Figure 1. Ports around the boundary (run 1).
Drawn at 4 px/um. Pins as bars across the die edge, other pins in gray.
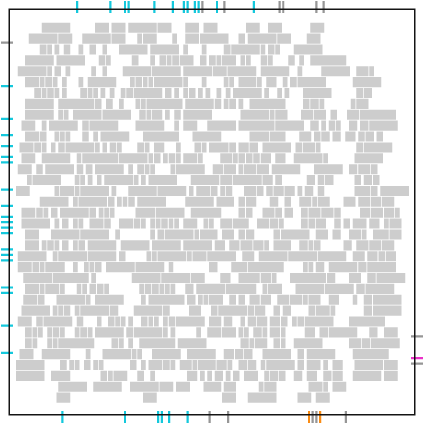
Figure 2. The metal 3 layer (run 1).
Drawn at 3 px/um.
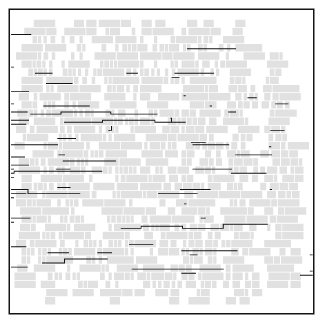
Figure 3. M1 wires (run 1).
Drawn at 4 px/um.
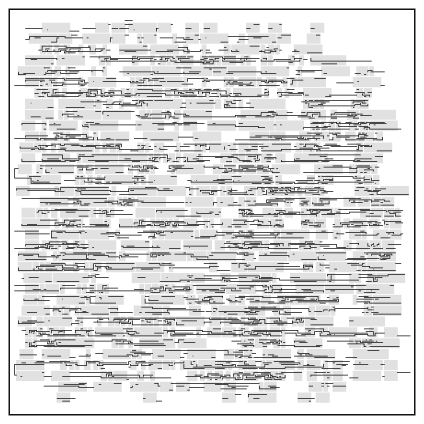
`src/rtl/clb_cfg_pkg.sv`:
```
`default_nettype none
// ============================================================================
//  Module      : clb_cfg_pkg
//  Description : Shared definitions for the CLB configuration loader and for
//                the per-CLB configuration registers that consume CFG_DATA:
//                frame geometry, sync pattern, packed field offsets, loader
//                state encoding and error codes.
//  Revision    : 1.0  initial release
// ============================================================================
package clb_cfg_pkg;

    // ------------------------------------------------------------------
    // Stream geometry
    // ------------------------------------------------------------------
    localparam int          CFG_W    = 37;            // frame payload bits
    localparam logic [7:0]  PREAMBLE = 8'b1011_0010;  // sync pattern, MSB first
    localparam int          LEN_W    = 16;            // frame-count field width
    localparam int          CNT_W    = 6;             // bit counter width

    // ------------------------------------------------------------------
    // Packed payload layout (bit offset of each field's LSB)
    // MSB..LSB: mux2..mux6 selects, mem, comboption, o2m selects,
    //           DQmux1, DQmux2, floporlatch
    // ------------------------------------------------------------------
    localparam int c_SEL_W           = 2;
    localparam int c_MEM_W           = 16;
    localparam int c_OFF_MUX2SELECT  = 35;
    localparam int c_OFF_MUX3SELECT  = 33;
    localparam int c_OFF_MUX4SELECT  = 31;
    localparam int c_OFF_MUX5SELECT  = 29;
    localparam int c_OFF_MUX6SELECT  = 27;
    localparam int c_OFF_MEM         = 11;
    localparam int c_OFF_COMBOPTION  = 9;
    localparam int c_OFF_O2M1_0      = 8;
    localparam int c_OFF_O2M2_0      = 7;
    localparam int c_OFF_O2M3_0      = 6;
    localparam int c_OFF_O2M1_1      = 5;
    localparam int c_OFF_O2M2_1      = 4;
    localparam int c_OFF_O2M3_1      = 3;
    localparam int c_OFF_DQMUX1      = 2;
    localparam int c_OFF_DQMUX2      = 1;
    localparam int c_OFF_FLOPORLATCH = 0;

    // ------------------------------------------------------------------
    // Loader state encoding
    // ------------------------------------------------------------------
    typedef enum logic [2:0] {
        ST_HUNT   = 3'd0,
        ST_LENGTH = 3'd1,
        ST_FRAME  = 3'd2,
        ST_DONE   = 3'd3,
        ST_ERROR  = 3'd4
    } cfg_state_t;

    // ------------------------------------------------------------------
    // ERR_CODE values
    // ------------------------------------------------------------------
    localparam logic [1:0] c_ERR_NONE    = 2'b00;
    localparam logic [1:0] c_ERR_BAD_LEN = 2'b01;
    localparam logic [1:0] c_ERR_PARITY  = 2'b10;

    // ------------------------------------------------------------------
    // Field extraction helpers for the configuration register side
    // ------------------------------------------------------------------
    function automatic logic [c_MEM_W-1:0] cfg_mem(input logic [CFG_W-1:0] d);
        return d[c_OFF_MEM +: c_MEM_W];
    endfunction

    function automatic logic [c_SEL_W-1:0] cfg_comboption(input logic [CFG_W-1:0] d);
        return d[c_OFF_COMBOPTION +: c_SEL_W];
    endfunction

    function automatic logic cfg_floporlatch(input logic [CFG_W-1:0] d);
        return d[c_OFF_FLOPORLATCH];
    endfunction

endpackage
`default_nettype wire

```
`src/rtl/clb_cfg_shifter.sv`:
```
`default_nettype none
// ============================================================================
//  Module      : clb_cfg_shifter
//  Description : Serial-in, MSB-first shift register with bit counter and
//                running XOR parity. Used as the preamble window, the
//                frame-count collector and the frame payload collector.
//  Ports       : clk  - clock, rising edge
//                rst  - synchronous active-high reset
//                clr  - synchronous clear at a field boundary (beats en)
//                en   - shift din in on this edge
//                din  - serial data bit
//                sreg - shift register contents, newest bit in LSB
//                cnt  - number of bits shifted since the last clear
//                par  - XOR of all bits shifted since the last clear
//  Revision    : 1.0  initial release
// ============================================================================
module clb_cfg_shifter
    import clb_cfg_pkg::*;
#(
    parameter int W = CFG_W
) (
    input  logic             clk,
    input  logic             rst,
    input  logic             clr,
    input  logic             en,
    input  logic             din,
    output logic [W-1:0]     sreg,
    output logic [CNT_W-1:0] cnt,
    output logic             par
);

    always_ff @(posedge clk) begin
        if (rst || clr) begin
            sreg <= '0;
            cnt  <= '0;
            par  <= 1'b0;
        end else if (en) begin
            sreg <= {sreg[W-2:0], din};
            // Counter wraps harmlessly while hunting; it is only
            // inspected in the length and frame phases.
            cnt  <= cnt + CNT_W'(1);
            par  <= par ^ din;
        end
    end

endmodule
`default_nettype wire

```
`src/rtl/clb_config_loader.sv`:
```
`default_nettype none
// ============================================================================
//  Module      : clb_config_loader
//  Description : Serial configuration controller for the CLB array. Hunts
//                the bitstream for the preamble, reads a 16-bit frame count
//                N, then deserialises N parity-protected frames and writes
//                each one to CLB 0..N-1 with a one-cycle strobe.
//  Ports       : K         - clock, rising edge
//                RST       - synchronous active-high reset
//                PROG      - functional restart, next edge
//                DIN       - serial bitstream, MSB first
//                DIN_VALID - DIN sampled when high
//                CFG_WE    - one-cycle write strobe
//                CFG_ADDR  - target CLB index
//                CFG_DATA  - frame payload
//                BUSY      - reading frame count or frames
//                DONE      - sticky, all frames loaded
//                ERR       - sticky error
//                ERR_CODE  - 00 none, 01 bad length, 10 parity fail
//  Revision    : 1.0  initial release
// ============================================================================
module clb_config_loader #(
    parameter int         NUM_CLB  = 64,
    parameter int         CFG_W    = clb_cfg_pkg::CFG_W,
    parameter logic [7:0] PREAMBLE = clb_cfg_pkg::PREAMBLE,
    parameter int         AW       = $clog2(NUM_CLB)
) (
    input  logic             K,
    input  logic             RST,
    input  logic             PROG,
    input  logic             DIN,
    input  logic             DIN_VALID,
    output logic             CFG_WE,
    output logic [AW-1:0]    CFG_ADDR,
    output logic [CFG_W-1:0] CFG_DATA,
    output logic             BUSY,
    output logic             DONE,
    output logic             ERR,
    output logic [1:0]       ERR_CODE
);

    import clb_cfg_pkg::*;

    // The shifter counts bits already held; the field's last bit is the
    // one arriving while the count equals (field length - 1).
    localparam logic [CNT_W-1:0] c_LEN_LAST = CNT_W'(LEN_W - 1);
    localparam logic [CNT_W-1:0] c_FRM_LAST = CNT_W'(CFG_W);     // parity bit
    localparam logic [LEN_W-1:0] c_NUM_CLB  = LEN_W'(NUM_CLB);
    localparam logic [LEN_W-1:0] c_ONE      = LEN_W'(1);

    cfg_state_t         r_state;
    logic [LEN_W-1:0]   r_n;
    logic [LEN_W-1:0]   r_frame_cnt;

    logic [CFG_W-1:0]   w_sreg;
    logic [CNT_W-1:0]   w_cnt;
    logic               w_par;

    logic               w_active;
    logic               w_shift_en;
    logic [7:0]         w_window;
    logic [LEN_W-1:0]   w_len;
    logic               w_hunt_hit;
    logic               w_len_end;
    logic               w_frm_end;
    logic               w_len_bad;
    logic               w_par_ok;
    logic               w_last_frame;
    logic               w_clr;

    // ------------------------------------------------------------------
    // Boundary detection, looking at the bit being sampled this edge
    // ------------------------------------------------------------------
    assign w_active   = (r_state == ST_HUNT) || (r_state == ST_LENGTH) ||
                        (r_state == ST_FRAME);
    assign w_shift_en = DIN_VALID && w_active;

    // Sliding window including the incoming bit, so overlapping partial
    // matches fall out of the shift itself.
    assign w_window   = {w_sreg[6:0], DIN};
    assign w_len      = {w_sreg[LEN_W-2:0], DIN};

    assign w_hunt_hit = w_shift_en && (r_state == ST_HUNT)   && (w_window == PREAMBLE);
    assign w_len_end  = w_shift_en && (r_state == ST_LENGTH) && (w_cnt == c_LEN_LAST);
    assign w_frm_end  = w_shift_en && (r_state == ST_FRAME)  && (w_cnt == c_FRM_LAST);

    assign w_len_bad    = (w_len == '0) || (w_len > c_NUM_CLB);
    // Even parity over payload plus parity bit.
    assign w_par_ok     = ~(w_par ^ DIN);
    assign w_last_frame = (r_frame_cnt == (r_n - c_ONE));

    // PROG clears the shifter too, which discards any coincident bit.
    assign w_clr = PROG | w_hunt_hit | w_len_end | w_frm_end;

    clb_cfg_shifter #(
        .W (CFG_W)
    ) u_shifter (
        .clk  (K),
        .rst  (RST),
        .clr  (w_clr),
        .en   (w_shift_en),
        .din  (DIN),
        .sreg (w_sreg),
        .cnt  (w_cnt),
        .par  (w_par)
    );

    // ------------------------------------------------------------------
    // Control FSM with registered outputs
    // ------------------------------------------------------------------
    always_ff @(posedge K) begin
        if (RST || PROG) begin
            r_state     <= ST_HUNT;
            r_n         <= '0;
            r_frame_cnt <= '0;
            CFG_WE      <= 1'b0;
            CFG_ADDR    <= '0;
            CFG_DATA    <= '0;
            BUSY        <= 1'b0;
            DONE        <= 1'b0;
            ERR         <= 1'b0;
            ERR_CODE    <= c_ERR_NONE;
        end else begin
            CFG_WE <= 1'b0;

            case (r_state)
                ST_HUNT: begin
                    if (w_hunt_hit) begin
                        r_state <= ST_LENGTH;
                        BUSY    <= 1'b1;
                    end
                end

                ST_LENGTH: begin
                    if (w_len_end) begin
                        if (w_len_bad) begin
                            r_state  <= ST_ERROR;
                            BUSY     <= 1'b0;
                            ERR      <= 1'b1;
                            ERR_CODE <= c_ERR_BAD_LEN;
                        end else begin
                            r_state     <= ST_FRAME;
                            r_n         <= w_len;
                            r_frame_cnt <= '0;
                        end
                    end
                end

                ST_FRAME: begin
                    if (w_frm_end) begin
                        if (w_par_ok) begin
                            // Payload is everything before the parity bit.
                            CFG_WE      <= 1'b1;
                            CFG_ADDR    <= r_frame_cnt[AW-1:0];
                            CFG_DATA    <= w_sreg;
                            r_frame_cnt <= r_frame_cnt + c_ONE;
                            if (w_last_frame) begin
                                r_state <= ST_DONE;
                                BUSY    <= 1'b0;
                                DONE    <= 1'b1;
                            end
                        end else begin
                            r_state  <= ST_ERROR;
                            BUSY     <= 1'b0;
                            ERR      <= 1'b1;
                            ERR_CODE <= c_ERR_PARITY;
                        end
                    end
                end

                // DONE and ERROR are terminal until RST or PROG.
                default: begin
                    r_state <= r_state;
                end
            endcase
        end
    end

endmodule
`default_nettype wire

```
`config.mk`:
```
export PLATFORM = sky130hd
export DESIGN_NAME = clb_config_loader
export DESIGN_NICKNAME = d
export VERILOG_FILES = /design/src/rtl/clb_cfg_pkg.sv /design/src/rtl/clb_cfg_shifter.sv /design/src/rtl/clb_config_loader.sv
export SDC_FILE = /design/constraint.sdc
export NUM_CORES = 1
export LEC_CHECK = 0
export CAP_MARGIN = 40
export CORE_UTILIZATION = 55
export CTS_CLUSTER_SIZE = 16
export DETAILED_ROUTE_END_ITERATION = 12
export GPL_ROUTABILITY_DRIVEN = 1
export PLACE_DENSITY_LB_ADDON = 0.15
export REMOVE_ABC_BUFFERS = 1
export SLEW_MARGIN = 20
export SYNTH_ARGS = -nofsm -noshare
export SYNTH_HDL_FRONTEND = slang
export SYNTH_SLANG_ARGS = --single-unit
```
`constraint.sdc`:
```
create_clock -name K -period 3.5 [get_ports K]
set_input_delay 0.525 -clock K [delete_from_list [all_inputs] [get_ports K]]
set_output_delay 0.525 -clock K [all_outputs]
set_load 0.05 [all_outputs]
```
==> flow_metrics.py, run 1 <==
# Synthesis and PnR figures
metrics = {
    "sta": {
        "rsz0062_at_grt": "no",
        "totalNegativeSetupSlack_ps": 0,
        "finalSetupViolCount": 0,
        "fin_worst_skew_ps": 10.4,
        "finalCritPeriodShare_pct": 74.2,
        "slew_violations": 0,
        "whs_ps": 452,
        "hold_violations": 0,
        "clock.fmax_mhz": 385,
        "slew_headroom_pct": 57.3,
        "worst_pin_slew_ps": 641,
        "period_needed_ps": 2600,
        "fin_ws_ps": 903,
    },
    "grt": {
        "grt_pass1_vias": 4563,
        "grt_pass1_wl_mm": 21.0,
        "grt_remaining_overflow": 0,
        "grt_max_degree": 46,
        "grt_use_total_pct": 26.3,
        "antenna_found_initial": 0,
    },
    "finish": {
        "final_nets": 715,
        "final_layout_size_suffix_gt1_share_pct": 6.82,
        "lay_top_cells": "178 x nand2_1, 128 x dfxtp_1, 104 x a21oi_1",
        "diodes": 0,
        "lay_top_count": "nand2_1",
        "final_cell_area_mm2": 0.00656,
        "stdcell_count": 848,
        "synthToLayoutAreaGrowth_pct": 21.7,
        "final_core_util_pct": 70.0,
    },
    "cts": {
        "htreeDepth": 4,
        "clkTransAtPathRegs_ps": 60,
        "ctsResizeCount": 0,
        "cts_made_buffers": 17,
        "cts_root_buffer": "clkbuf_8",
        "hold_buffers": 0,
        "tritoncts": "built",
        "max-clock-path-buffers": 2,
        "cts_setup_buffers": 0,
        "clock_latency_ps": 530,
        "clock-sinks": 128,
    },
    "critical_path": {
        "cpPeakStageDelay_ps": 520,
        "crit_fanout": 13,
        "path_delay_family": "simple AND/OR/NAND/NOR gates",
        "cp_cell_sequence": "ha_1 > and3_1 > nand4_1 > nor4_1 > o221ai_2 > buf_4 > o41ai_1 > a21oi_1",
        "critPathRequiredTime_ps": 3880,
        "path_buffers": 1,
        "criticalPathCategory": "flip-flop to flip-flop",
        "setup.worst_path.end_class": "flip-flop",
        "worstSetupStartpointType": "flip-flop",
        "slowest_stage": "nor4_1",
        "worstPathArrival_ps": 2980,
    },
    "floorplan": {
        "ios": 54,
        "row_count": 35,
        "core-area_mm2": 0.00937,
        "dieArea_mm2": 0.0102,
        "fp_util_pct": 57.5,
    },
    "logic_synthesis": {
        "most_common_cell": "nand2_1",
        "netlist-cell-type-count": 51,
        "synthTopCellsByCount": "178 x nand2_1, 128 x dfxtp_1, 104 x a21oi_1",
        "ys_seq_elements": 128,
        "syn_area_per_cell_um2": 8.13,
        "topCellsByArea": "dfxtp_1 48%, nand2_1 12%, a21oi_1 9.7%",
        "netlist_area_mm2": 0.00539,
        "synth_cells": 663,
        "postSynthSeqShare_pct": 47.5,
        "synth_chip_area_mm2": 0.00539,
        "synth-edff-count": 0,
        "synth-cells-yosys": 663,
        "synthArstFlopShare_pct": 0,
        "yosysTopAreaCell": "dfxtp_1",
        "ys.flop_type": "dfxtp_1",
        "yosys_warnings": 0,
        "yosysTopAreaCellShare_pct": 47.5,
    },
    "job": {
        "drv_cap": 0,
        "warnings": 26,
    },
    "drt": {
        "drc": 0,
        "drt-initial-drc-count": 161,
        "dr.pass1.iters": 5,
        "ant_nets": 0,
        "wl_per_cell_um": 14.7,
        "viasPerCell": 5.61,
    },
    "worst_hold_path": {
        "hp-class": "flip-flop to flip-flop",
    },
    "placement": {
        "place_ws_ps": 431,
        "place_area_mm2": 0.00602,
        "gp_congestion": 0.840,
        "dp.cells": 816,
        "dpl.hpwl_mm": 8.23,
    },
    "power": {
        "powerDensity_mw_per_mm2": 472,
        "power_mw": 3.10,
        "p_leak_nw": 2.22,
        "vdd_drop_max_mv": 0.435,
    },
    "outcome": {
        "status": "finished clean",
    },
}
Notes on Figure 1 above:
- orange: ERR_CODE (pins 2; direction output; edge bottom)
- cyan: CFG_DATA (pins 37; direction output; edge 19 left, 12 top, 6 bottom)
- magenta: DONE (pins 1; direction output; edge right)
- all pins by edge: 20 left, 18 top, 13 bottom, 3 right
DIE HEIGHT: 101 um
Die X: 101 um
Port Buffer Count: 53

Notes on Figure 2 above:
- longest straight run: 30.4 um
- nets with wire on the layer: 48
- main direction: horizontal
- share of all routed wire: 4.6%
- wire length on this layer: 568 um
Vias: 4756
met3 usage: 8.81%
final WL: 12.5 mm

Notes on Figure 3 above:
- wire length on this layer: 5400 um
- share of all routed wire: 43%
- main direction: horizontal
- longest straight run: 23.9 um
- nets with wire on the layer: 660
GRT met1 Usage: 30.9%

==> run 1: cell type report <==
class | count | area [um^2]
Multi-Input combinational cell | 481 | 2620
Clock inverter | 7 | 53.8
Tap cell | 129 | 161
Clock buffer | 25 | 484
Timing Repair Buffer | 65 | 633
Sequential cell | 128 | 2560
Fill cell | 818 | 2810
Inverter | 13 | 48.8
==> run 1: path summary, 6_finish.rpt <==
kind | from | endpoint | slack [ps] | cells past startpoint
worst min register to register | CFG_DATA[29] | CFG_DATA[29] | 450 | 2
worst max-delay path | u_shifter.cnt[0] | r_frame_cnt[13] | 900 | 8
worst min-delay path | CFG_DATA[29] | CFG_DATA[29] | 450 | 2
worst max register to register | u_shifter.cnt[0] | r_frame_cnt[13] | 900 | 8
==> run 1: registers in the layout, summed over array words and instances, names as in the netlist <==
register,count
BUSY,1
CFG_ADDR,6
CFG_DATA,37
CFG_WE,1
DONE,1
ERR,1
ERR_CODE,2
r_frame_cnt,16
r_n,16
r_state,3
u_shifter.cnt,6
u_shifter.par,1
u_shifter.sreg,37
==> run 1: metal layers <==
| metal | track usage (%) | vias to the layer above | wire length (um) |
|---|---|---|---|
| met3 | 8.81 | 12 | 567 |
| met1 | 30.9 | 2272 | 5400 |
| met4 | 8.14 | 0 | 123 |
| met2 | 45.5 | 104 | 6380 |
| met5 | 0 | - | 0 |
| li1 | - | 2368 | - |
==> run 1: power breakdown <==
group          switching (mW)  internal (mW)  total [mW]
sequential            0.00223           1.46        1.46
combinational          0.0453         0.0142      0.0595
clock                   0.627          0.947        1.57
==> run 1: cells by family after synthesis <==
| kind of cell | synth area share [%] |
|---|---|
| mux | 1.51 |
| fa+ha+maj | 0.929 |
| xor+xnor | 4.55 |
| buf+inv | 3.95 |
| flops | 47.5 |
| simple gates | 26.3 |
| compound gates | 15.3 |
Figure 4. Congestion heat map (run 1).
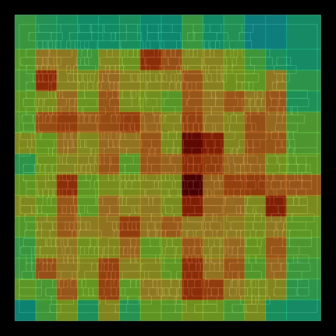

==> run 2: changes to the inputs <==
clock period = 2.43 ns   (was 3.5 ns; I/O delays follow)
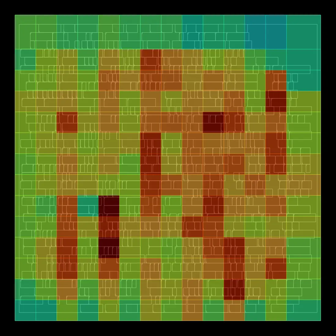
Figure 5: run 2, congestion heat map.
GRT met2 Usage: 47.0%
gr usage total: 27.4%
post-layout util: 74.1%

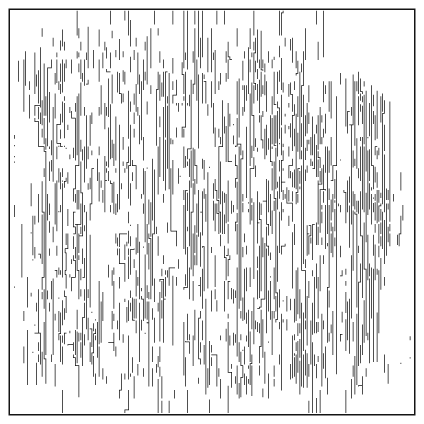
Figure 6: run 2, the metal 2 layer.
Drawn at 4 px/um.
- longest straight run: 50.8 um
- share of all routed wire: 49%
- wire length on this layer: 6370 um
- nets with wire on the layer: 628
final WL: 13.0 mm
Vias: 4872

==> flow_metrics.py, run 2 <==
# Synthesis and PnR figures
metrics = {
    "critical_path": {
        "worstSetupStartpointType": "flip-flop",
        "reg2reg_slack_ps": 110,
        "reg2reg_depth": 7,
        "critPathRequiredTime_ps": 2830,
        "setup.worst_path.end_class": "flip-flop",
        "cp_cell_sequence": "or3_1 > o21a_1 > nor4_4 > o221ai_4 > buf_4 > o41ai_1 > a21oi_1",
        "crit_cells": 7,
        "slowest_stage": "or3_1",
        "criticalPathCategory": "flip-flop to flip-flop",
        "path_buffers": 1,
        "crit_fanout": 11,
        "worstPathArrival_ps": 2720,
        "r2r_end": "r_frame_cnt[5]",
        "cpPeakStageDelay_ps": 400,
        "r2r_start": "u_shifter.sreg[0]",
        "path_delay_family": "AND-OR/OR-AND gates",
    },
    "worst_hold_path": {
        "worstHoldStart": "CFG_DATA[8]",
        "hp-class": "flip-flop to flip-flop",
        "hold_path_end": "CFG_DATA[8]",
        "holdPathStages": 2,
    },
    "finish": {
        "final_nets": 741,
        "final_layout_size_suffix_gt1_share_pct": 10.9,
        "reg_top3": "CFG_DATA x37, u_shifter.sreg x37",
        "diodes": 0,
        "stdcell_count": 874,
        "synthToLayoutAreaGrowth_pct": 28.8,
        "final_cell_area_mm2": 0.00694,
        "lay_top_count": "nand2_1",
        "lay_top_cells": "178 x nand2_1, 127 x dfxtp_1, 104 x a21oi_1",
    },
    "placement": {
        "dpl.hpwl_mm": 8.43,
        "gp_congestion": 0.864,
        "place_area_mm2": 0.00628,
        "port_buffers": 53,
        "dp.cells": 842,
    },
    "floorplan": {
        "row_count": 35,
        "dieArea_mm2": 0.0102,
        "fp_util_pct": 57.5,
        "fp.dieW_um": 101,
        "die_height_um": 101,
        "ios": 54,
        "core-area_mm2": 0.00937,
    },
    "sta": {
        "finalSetupViolCount": 0,
        "finalCritPeriodShare_pct": 95.3,
        "clock.fmax_mhz": 432,
        "fin_worst_skew_ps": 6.48,
        "slew_headroom_pct": 60.6,
        "totalNegativeSetupSlack_ps": 0,
        "slew_violations": 0,
        "period_needed_ps": 2320,
        "worst_pin_slew_ps": 591,
        "hold_violations": 0,
        "rsz0062_at_grt": "no",
    },
    "drt": {
        "drc": 0,
        "viasPerCell": 5.57,
        "dr.pass1.iters": 4,
        "ant_nets": 0,
        "drt-initial-drc-count": 240,
        "wl_per_cell_um": 14.9,
    },
    "logic_synthesis": {
        "ys_seq_elements": 128,
        "synth-edff-count": 0,
        "netlist_area_mm2": 0.00539,
        "synthTopCellsByCount": "178 x nand2_1, 128 x dfxtp_1, 104 x a21oi_1",
        "yosysTopAreaCell": "dfxtp_1",
        "yosys_warnings": 0,
        "synth-cells-yosys": 663,
        "syn_area_per_cell_um2": 8.13,
        "ys.flop_type": "dfxtp_1",
        "yosysTopAreaCellShare_pct": 47.5,
        "synthArstFlopShare_pct": 0,
        "netlist-cell-type-count": 51,
        "synth_chip_area_mm2": 0.00539,
        "postSynthSeqShare_pct": 47.5,
        "topCellsByArea": "dfxtp_1 48%, nand2_1 12%, a21oi_1 9.7%",
    },
    "cts": {
        "clock_latency_ps": 530,
        "ctsResizeCount": 0,
        "tritoncts": "built",
        "cts_setup_buffers": 0,
        "cts_made_buffers": 17,
        "clkTransAtPathRegs_ps": 60,
        "cts_root_buffer": "clkbuf_8",
        "hold_buffers": 0,
        "max-clock-path-buffers": 2,
        "clock-sinks": 128,
        "htreeDepth": 4,
    },
    "grt": {
        "grt_pass1_wl_mm": 21.8,
        "antenna_found_initial": 0,
        "grt_max_degree": 45,
        "grt_pass1_vias": 4726,
    },
    "job": {
        "warnings": 26,
        "drv_cap": 0,
    },
    "outcome": {
        "status": "finished clean",
    },
    "power": {
        "vdd_drop_max_mv": 0.896,
        "p_leak_nw": 2.42,
        "powerDensity_mw_per_mm2": 708,
    },
}
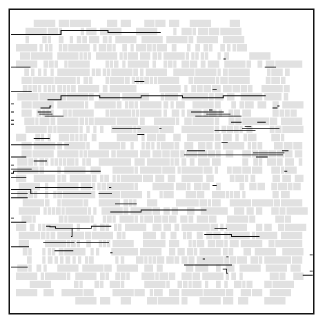
Figure 7: run 2, the metal 3 layer.
Drawn at 3 px/um.
- share of all routed wire: 4.6%
- nets with wire on the layer: 51
- main direction: horizontal
met3 usage: 7.84%

## run 2: through the flow
stage	worst slack, ps	power, mW
after detailed placement	-429	2.25
after CTS	37.9	4.94
after global placement	-306	2.25
final	114	4.91
after floorplan	-120	2.20
after global routing	1.37	5.07
## run 2: how the worst max path moves through the flow
stage / slack [ps] / startpoint / to
global placement: -310 / DIN / r_frame_cnt[5]
global route: 1 / u_shifter.sreg[0] / r_frame_cnt[5]
CTS: 40 / u_shifter.cnt[0] / r_frame_cnt[13]
floorplan: -120 / u_shifter.cnt[0] / u_shifter.cnt[1]
finish: 110 / u_shifter.sreg[0] / r_frame_cnt[5]
detailed placement: -430 / DIN / r_frame_cnt[13]
## run 2: worst min-delay path, delay by kind of cell, from the launching register on
| kind | cells | cell delay, ps |
|---|---|---|
| flops | 1 | 300 |
| simple gates | 1 | 50 |
| compound gates | 1 | 50 |
## run 2: where the power goes
part / internal [mW] / total [mW] / leakage (nW) / switching [mW]
Clock: 1.76 / 2.71 / 0.307 / 0.947
Sequential: 2.10 / 2.11 / 1.03 / 0.00325
Combinational: 0.0328 / 0.102 / 1.09 / 0.0692
Total: 3.89 / 4.91 / 2.42 / 1.02
## run 2: metal layers
layer  track usage, %  part of all wire, %
met3             7.84                  4.6
met5                0                    0
met1             32.4                   45
met2             47.0                   49
met4             10.8                  1.6
## run 2: layout make-up
class	count	area, um^2
multi-input cells	481	2640
inverters	13	48.8
clock inverters	11	178
well taps	129	161
clock buffers	21	459
repair buffers	91	891
flip-flops and latches	128	2560
fillers	720	2430
## run 2: logic make-up after synthesis
group           share of synthesized area, %
simple gates                            26.3
xor+xnor                                4.55
fa+ha+maj                              0.929
mux                                     1.51
flops                                   47.5
compound gates                          15.3
buf+inv                                 3.95
Power is estimated from default activity; no workload was simulated.
